$ cat config.mk
export PLATFORM = sky130hd
export DESIGN_NAME = pipelined_dot_mac_flat
export DESIGN_NICKNAME = d
export VERILOG_FILES = /design/src/rtl/mac_pkg.sv /design/src/rtl/pipelined_dot_mac_if.sv /design/src/rtl/mac_sat_add.sv /design/src/rtl/pipelined_dot_mac.sv /design/src/flat_wrapper.sv
export SDC_FILE = /design/constraint.sdc
export NUM_CORES = 1
export LEC_CHECK = 0
export CORE_MARGIN = 3
export CORE_UTILIZATION = 60
export DETAILED_ROUTE_END_ITERATION = 16
export GPL_TIMING_DRIVEN = 0
export PLACE_DENSITY_LB_ADDON = 0.15
export SLEW_MARGIN = 25
export SYNTH_ARGS = -nofsm -noshare
export SYNTH_HDL_FRONTEND = slang
export SYNTH_SLANG_ARGS = --single-unit
$ cat constraint.sdc
create_clock -name clk -period 3.4 [get_ports clk]
set_input_delay 0.68 -clock clk [delete_from_list [all_inputs] [get_ports clk]]
set_output_delay 0.68 -clock clk [all_outputs]
set_load 0.005 [all_outputs]
$ cat src/rtl/mac_pkg.sv
// rtl/mac_pkg.sv - shared limits, counter sizing and operand extension for the dot-product MAC
package mac_pkg;

    localparam int MAX_W = 64;
    typedef logic [MAX_W-1:0] wide_t;

    function automatic wide_t acc_max(input int acc_w, input bit is_signed);
        return (wide_t'(1) << (acc_w - (is_signed ? 1 : 0))) - wide_t'(1);
    endfunction

    // Returned sign-extended to MAX_W; callers truncate to their accumulator width.
    function automatic wide_t acc_min(input int acc_w, input bit is_signed);
        return is_signed ? ~acc_max(acc_w, 1'b1) : '0;
    endfunction

    function automatic int cnt_w(input int len);
        return (len > 1) ? $clog2(len) : 1;
    endfunction

    function automatic wide_t ext(input wide_t v, input int src_w, input bit is_signed);
        wide_t r;
        r = v << (MAX_W - src_w);
        if (is_signed) begin
            r = $unsigned($signed(r) >>> (MAX_W - src_w));
        end else begin
            r = r >> (MAX_W - src_w);
        end
        return r;
    endfunction

endpackage

$ cat src/rtl/pipelined_dot_mac_if.sv
// rtl/pipelined_dot_mac_if.sv - operand and result handshake bundle for the dot-product MAC
interface pipelined_dot_mac_if #(
    parameter int WIDTH = 8,
    parameter int ACC_W = 2 * WIDTH + 4
);
    logic             in_valid;
    logic             in_ready;
    logic [WIDTH-1:0] a;
    logic [WIDTH-1:0] b;
    logic             out_valid;
    logic             out_ready;
    logic [ACC_W-1:0] out_data;
    logic             out_ovf;

    modport master (
        output in_valid, a, b, out_ready,
        input  in_ready, out_valid, out_data, out_ovf
    );

    modport slave (
        input  in_valid, a, b, out_ready,
        output in_ready, out_valid, out_data, out_ovf
    );
endinterface

$ cat src/rtl/mac_sat_add.sv
// rtl/mac_sat_add.sv - combinational accumulator adder with overflow detect and optional clamp
module mac_sat_add
    import mac_pkg::*;
#(
    parameter int ACC_W    = 20,
    parameter bit SIGNED   = 1'b1,
    parameter bit SATURATE = 1'b1
) (
    input  logic [ACC_W-1:0] a_i,
    input  logic [ACC_W-1:0] b_i,
    output logic [ACC_W-1:0] sum_o,
    output logic             ovf_o
);
    localparam logic [ACC_W-1:0] SAT_MAX = ACC_W'(acc_max(ACC_W, SIGNED));
    localparam logic [ACC_W-1:0] SAT_MIN = ACC_W'(acc_min(ACC_W, SIGNED));

    logic [ACC_W:0] raw;

    assign raw = {1'b0, a_i} + {1'b0, b_i};

    always_comb begin
        // Signed overflow: like-signed operands producing a result of the other sign.
        ovf_o = SIGNED ? ((a_i[ACC_W-1] == b_i[ACC_W-1]) && (raw[ACC_W-1] != a_i[ACC_W-1]))
                       : raw[ACC_W];
        sum_o = raw[ACC_W-1:0];
        if (SATURATE && ovf_o) begin
            sum_o = (SIGNED && a_i[ACC_W-1]) ? SAT_MIN : SAT_MAX;
        end
    end
endmodule

$ cat src/rtl/pipelined_dot_mac.sv
// rtl/pipelined_dot_mac.sv - two-stage multiply then accumulate, one result per LEN accepted terms
module pipelined_dot_mac
    import mac_pkg::*;
#(
    parameter int WIDTH    = 8,
    parameter int LEN      = 4,
    parameter int ACC_W    = 2 * WIDTH + 4,
    parameter bit SIGNED   = 1'b1,
    parameter bit SATURATE = 1'b1
) (
    input  logic              clk,
    input  logic              rst_n,
    input  logic              clr,
    pipelined_dot_mac_if.slave bus
);
    localparam int              PW       = 2 * WIDTH;
    localparam int              CNT_W    = cnt_w(LEN);
    localparam logic [CNT_W-1:0] CNT_LAST = CNT_W'(LEN - 1);

    logic             en;
    logic             accept;
    logic [PW-1:0]    mul;
    logic [ACC_W-1:0] prod_ext;
    logic [ACC_W-1:0] sum;
    logic             add_ovf;

    logic             s1_valid_q, s1_valid_d;
    logic [PW-1:0]    prod_q, prod_d;
    logic [ACC_W-1:0] acc_q, acc_d;
    logic [CNT_W-1:0] cnt_q, cnt_d;
    logic             sticky_q, sticky_d;
    logic             out_valid_q, out_valid_d;
    logic [ACC_W-1:0] out_data_q, out_data_d;
    logic             out_ovf_q, out_ovf_d;

    // A stalled result freezes the whole pipe; clr also refuses new operands.
    assign en           = !(out_valid_q && !bus.out_ready);
    assign bus.in_ready = en && !clr;
    assign accept       = bus.in_valid && bus.in_ready;

    assign mul = SIGNED
        ? PW'($signed({{WIDTH{bus.a[WIDTH-1]}}, bus.a}) * $signed({{WIDTH{bus.b[WIDTH-1]}}, bus.b}))
        : PW'({{WIDTH{1'b0}}, bus.a} * {{WIDTH{1'b0}}, bus.b});

    assign prod_ext = ACC_W'(ext(wide_t'(prod_q), PW, SIGNED));

    mac_sat_add #(
        .ACC_W    (ACC_W),
        .SIGNED   (SIGNED),
        .SATURATE (SATURATE)
    ) u_add (
        .a_i   (acc_q),
        .b_i   (prod_ext),
        .sum_o (sum),
        .ovf_o (add_ovf)
    );

    always_comb begin
        s1_valid_d  = s1_valid_q;
        prod_d      = prod_q;
        acc_d       = acc_q;
        cnt_d       = cnt_q;
        sticky_d    = sticky_q;
        out_valid_d = out_valid_q;
        out_data_d  = out_data_q;
        out_ovf_d   = out_ovf_q;
        if (clr) begin
            s1_valid_d  = 1'b0;
            acc_d       = '0;
            cnt_d       = '0;
            sticky_d    = 1'b0;
            out_valid_d = 1'b0;
            out_ovf_d   = 1'b0;
        end else if (en) begin
            if (out_valid_q && bus.out_ready) begin
                out_valid_d = 1'b0;
            end
            s1_valid_d = accept;
            if (accept) begin
                prod_d = mul;
            end
            if (s1_valid_q) begin
                if (cnt_q == CNT_LAST) begin
                    out_data_d  = sum;
                    out_ovf_d   = sticky_q | add_ovf;
                    out_valid_d = 1'b1;
                    acc_d       = '0;
                    cnt_d       = '0;
                    sticky_d    = 1'b0;
                end else begin
                    acc_d    = sum;
                    cnt_d    = cnt_q + CNT_W'(1);
                    sticky_d = sticky_q | add_ovf;
                end
            end
        end
    end

    always_ff @(posedge clk or negedge rst_n) begin
        if (!rst_n) begin
            s1_valid_q  <= 1'b0;
            prod_q      <= '0;
            acc_q       <= '0;
            cnt_q       <= '0;
            sticky_q    <= 1'b0;
            out_valid_q <= 1'b0;
            out_data_q  <= '0;
            out_ovf_q   <= 1'b0;
        end else begin
            s1_valid_q  <= s1_valid_d;
            prod_q      <= prod_d;
            acc_q       <= acc_d;
            cnt_q       <= cnt_d;
            sticky_q    <= sticky_d;
            out_valid_q <= out_valid_d;
            out_data_q  <= out_data_d;
            out_ovf_q   <= out_ovf_d;
        end
    end

    assign bus.out_valid = out_valid_q;
    assign bus.out_data  = out_data_q;
    assign bus.out_ovf   = out_ovf_q;
endmodule

$ cat src/flat_wrapper.sv
// flat-port wrapper written by rule: the top's interface ports become plain ports
module pipelined_dot_mac_flat import mac_pkg::*;
#(
    parameter int WIDTH    = 8,
    parameter int LEN      = 4,
    parameter int ACC_W    = 2 * WIDTH + 4,
    parameter bit SIGNED   = 1'b1,
    parameter bit SATURATE = 1'b1
)
  (clk, rst_n, clr, bus_in_valid, bus_a, bus_b, bus_out_ready, bus_in_ready, bus_out_valid, bus_out_data, bus_out_ovf);
  pipelined_dot_mac_if #(.WIDTH(WIDTH), .ACC_W(ACC_W)) bus_i ();
  input  logic clk;
  input  logic rst_n;
  input  logic clr;
  input wire logic [$bits(bus_i.in_valid)-1:0] bus_in_valid;
  input wire logic [$bits(bus_i.a)-1:0] bus_a;
  input wire logic [$bits(bus_i.b)-1:0] bus_b;
  input wire logic [$bits(bus_i.out_ready)-1:0] bus_out_ready;
  output wire logic [$bits(bus_i.in_ready)-1:0] bus_in_ready;
  output wire logic [$bits(bus_i.out_valid)-1:0] bus_out_valid;
  output wire logic [$bits(bus_i.out_data)-1:0] bus_out_data;
  output wire logic [$bits(bus_i.out_ovf)-1:0] bus_out_ovf;
  assign bus_i.in_valid = bus_in_valid;
  assign bus_i.a = bus_a;
  assign bus_i.b = bus_b;
  assign bus_i.out_ready = bus_out_ready;
  assign bus_in_ready = bus_i.in_ready;
  assign bus_out_valid = bus_i.out_valid;
  assign bus_out_data = bus_i.out_data;
  assign bus_out_ovf = bus_i.out_ovf;
  pipelined_dot_mac #(.WIDTH(WIDTH), .LEN(LEN), .ACC_W(ACC_W), .SIGNED(SIGNED), .SATURATE(SATURATE)) u_core (.clk(clk), .rst_n(rst_n), .clr(clr), .bus(bus_i));
endmodule
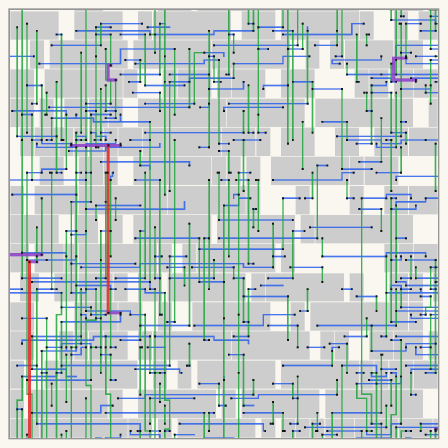
(close-up of the layout)
Window x 6 to 46, y 58 to 98 um. Cells in gray, sequential cells in the stronger gray; small squares are vias.
- red: met4
- purple: met3
- blue: met1
- green: met2
- cells with their middle in the window: 143
- most frequent: inv_1 (39), fa_1 (28), nand2_1 (11)
- sequential cells in the window: 0

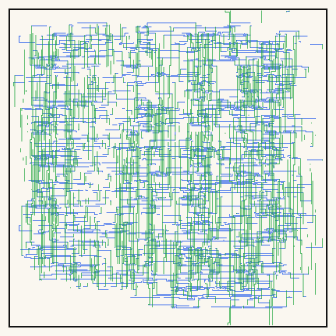
(metal layers overlaid)
Two of the layers only.
- blue: met1 (wire length 5210 um)
- green: met2 (wire length 6620 um)
routed wire length: 12600 um
total via count after detailed routing: 4581
Total Routing Usage GR: 23.9%
drt wl/cell: 15.2 um

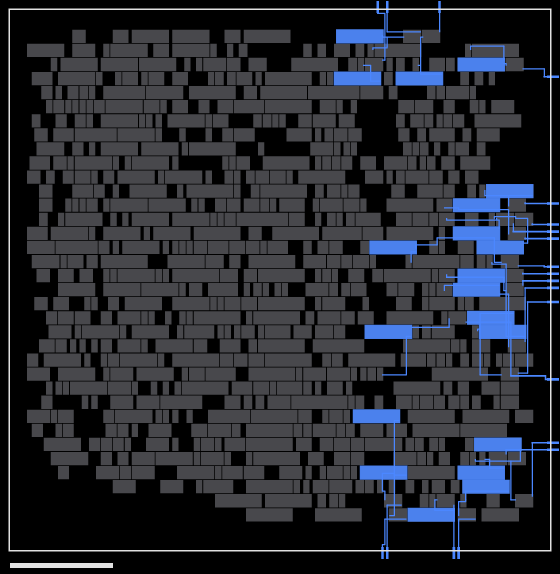
(port wiring)
The bar under the picture is 20 um long.
- blue: `bus_out_data` (bits 20; direction output; end cells 20; buffers 20; wire 492 um)

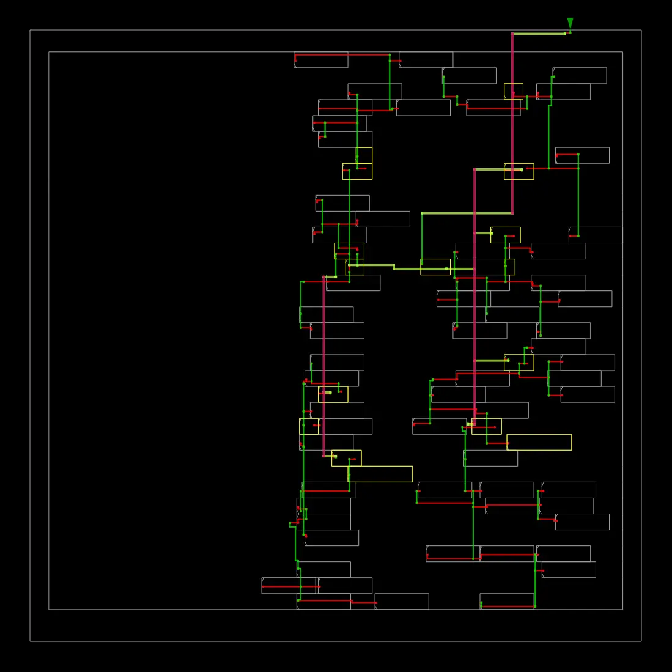
(clock nets)
Num CTS Buffers: 9
Layout clock buffers: 9

==> out/summary.rpt <==
LOGIC SYNTHESIS
--------------------------------------------------------------------------------
Cell area after synthesis .........................................    5810 um^2
Synthesis-stage register bit count ................................           62
Async set-reset flop share out of synthesis .......................         100%
Number of standard cells reported by yosys ........................          629
Cell variety after synth ..........................................           56
Warnings, synthesis ...............................................            0
Synthesized net count .............................................          755

PWR
--------------------------------------------------------------------------------
Reg power frac ....................................................        19.6%
Max rail drop VDD .................................................     0.311 mV
Leakage ...........................................................      3.35 nW

FINAL LAYOUT
--------------------------------------------------------------------------------
Syn-to-layout area delta ..........................................        20.4%
Largest class ..................................................... multi-input combinational cells
Post-layout instance area .........................................    6990 um^2
Sequential cell area in the final layout ..........................    1550 um^2
Number of non-clock buffers .......................................           68
Utilization of the core after routing .............................        75.0%
Logic share of the area ...........................................        58.7%
Proportion of final cell area spent on non-clock buffers ..........        8.48%

DIE
--------------------------------------------------------------------------------
Height of the die .................................................       104 um
Taps Inserted .....................................................          129
Die outline area ..................................................   10900 um^2
Starting Density ..................................................        62.3%

CTS
--------------------------------------------------------------------------------
Insertion delay to the later sink of the worst-skew pair ..........      0.34 ns
Sinks on the clock net ............................................           62

TIMING
--------------------------------------------------------------------------------
Total count of hold-check failures in the final report ............            0
Achievable frequency ..............................................      231 MHz
Number of pins exceeding their max-slew limit in the final report .            0
Worst clock skew ..................................................    0.0130 ns
Endpoints failing setup ...........................................            9
Setup ws final ....................................................    -0.935 ns

GRT
--------------------------------------------------------------------------------
First-pass GRT wire length ........................................     21500 um
Total global routing overflow .....................................            0

WORST SETUP PATH
--------------------------------------------------------------------------------
Highest fanout seen on the critical path ..........................            8
Endpoint arrival time on the critical path ........................      4.54 ns
Worst Setup Path Type .............................................       in2reg
Ordered cell list for the critical path ........................... buf_6 > and2_4 > fa_2 > inv_2 > fa_1 > inv_1 > fa_1 > inv_1 > fa_1 > inv_2 > ha_4 > o21ai_4 > a21boi_2 > o21ai_2 > a21oi_2 > o41ai_4 > mux2i_1 > o311ai_1
Critical Path Sink Type ...........................................         flop

DETAILED ROUTING
--------------------------------------------------------------------------------
DRT Pass-1 Iters ..................................................            4

STATUS
--------------------------------------------------------------------------------
Violations in the final reports ................................... setup timing
Run status ........................................................ complete, but fails checks

JOB
--------------------------------------------------------------------------------
Tool Warnings .....................................................           29

cells in the mapped netlist (all sizes together) (5+ instances only):
| master | number | area share, % |
|---|---|---|
| a21o | 7 | 0.90 |
| a21oi | 25 | 2.3 |
| a22o | 8 | 1.2 |
| and2 | 37 | 4.0 |
| and3 | 6 | 0.65 |
| clkbuf | 9 | 0.58 |
| dfrtp | 62 | 27 |
| fa | 56 | 19 |
| ha | 49 | 11 |
| inv | 93 | 6.0 |
| nand2 | 78 | 5.1 |
| nand2b | 7 | 0.75 |
| nand3 | 9 | 0.78 |
| nor2 | 32 | 2.1 |
| nor3 | 10 | 0.86 |
| o21a | 5 | 0.67 |
| o21ai | 53 | 4.6 |
| o31ai | 5 | 0.88 |
| xnor2 | 17 | 2.6 |
| xor2 | 8 | 1.2 |
routing by layer:
metal / wire length [um] / share of wire (%) / vias up / global-route usage (%)
li1: - / - / 2208 / -
met1: 5210 / 41 / 2244 / 27.9
met3: 485 / 3.8 / 27 / 3.04
met4: 303 / 2.4 / 0 / 9.40
met5: 0 / 0 / - / 0
met2: 6620 / 52 / 102 / 44.4
sequential cells by signal (all words and copies together), names as in the netlist:
signal / cells
u_core.acc_q: 20
u_core.bus.out_data: 20
u_core.prod_q: 16
u_core.cnt_q: 2
u_core.bus.out_ovf: 1
u_core.bus.out_valid: 1
u_core.s1_valid_q: 1
u_core.sticky_q: 1
final timing paths:
check                           slack (ns)                      end  cells after the start                   start
worst max-delay path                 -0.94        u_core.prod_q[14]                     18                bus_b[4]
worst min-delay path                  0.26   u_core.bus.out_data[3]                      1                   rst_n
worst max register to register        0.47  u_core.bus.out_data[16]                     10         u_core.acc_q[0]
worst min register to register        0.48   u_core.bus.out_data[1]                      2  u_core.bus.out_data[1]
max in group asynchronous             2.63        u_core.prod_q[12]                      2                   rst_n
min in group clk                      0.48   u_core.bus.out_data[1]                      2  u_core.bus.out_data[1]
worst max-delay path: cells and delay by family:
| kind | cells | cell delay, ns |
|---|---|---|
| AOI/OAI and AO/OA | 6 | 0.90 |
| adders and majority gates | 5 | 2.27 |
| buffers and inverters | 5 | 0.30 |
| muxes | 1 | 0.23 |
| and+or+nand+nor | 1 | 0.16 |
power groups by stage:
stage          registers (mW)  logic, mW  clock network (mW)
2_1_floorplan           0.964       2.31                   0
3_3_place_gp            0.988       2.74                   0
3_5_place_dp            0.995       2.86                   0
4_1_cts                 0.983       3.07               0.719
5_1_grt                  1.00       3.72               0.758
6_report                0.986       3.34               0.716
logic make-up (layout without fill, tap and decap cells):
family                     Yosys count  count (layout)  share of synthesized area [%]
muxes                                7               7                           1.29
adders and majority gates          105             105                           29.9
and+or+nand+nor                    197             197                           16.4
DFF                                 62              62                           26.7
AOI/OAI and AO/OA                  127             127                           14.8
xor gates and xnor gates            25              25                           3.77
buffers and inverters              106             177                           7.20
repair_timing:
item                                    in CTS  in global routing
endpoints found under the hold margin        0                  0
hold buffers                                 0                  0
buffers inserted                             8                  3
endpoints found under the setup margin      12                 10
pin swaps                                   24                 16
resized                                    115                 17
Power and IR drop assume default switching activity.
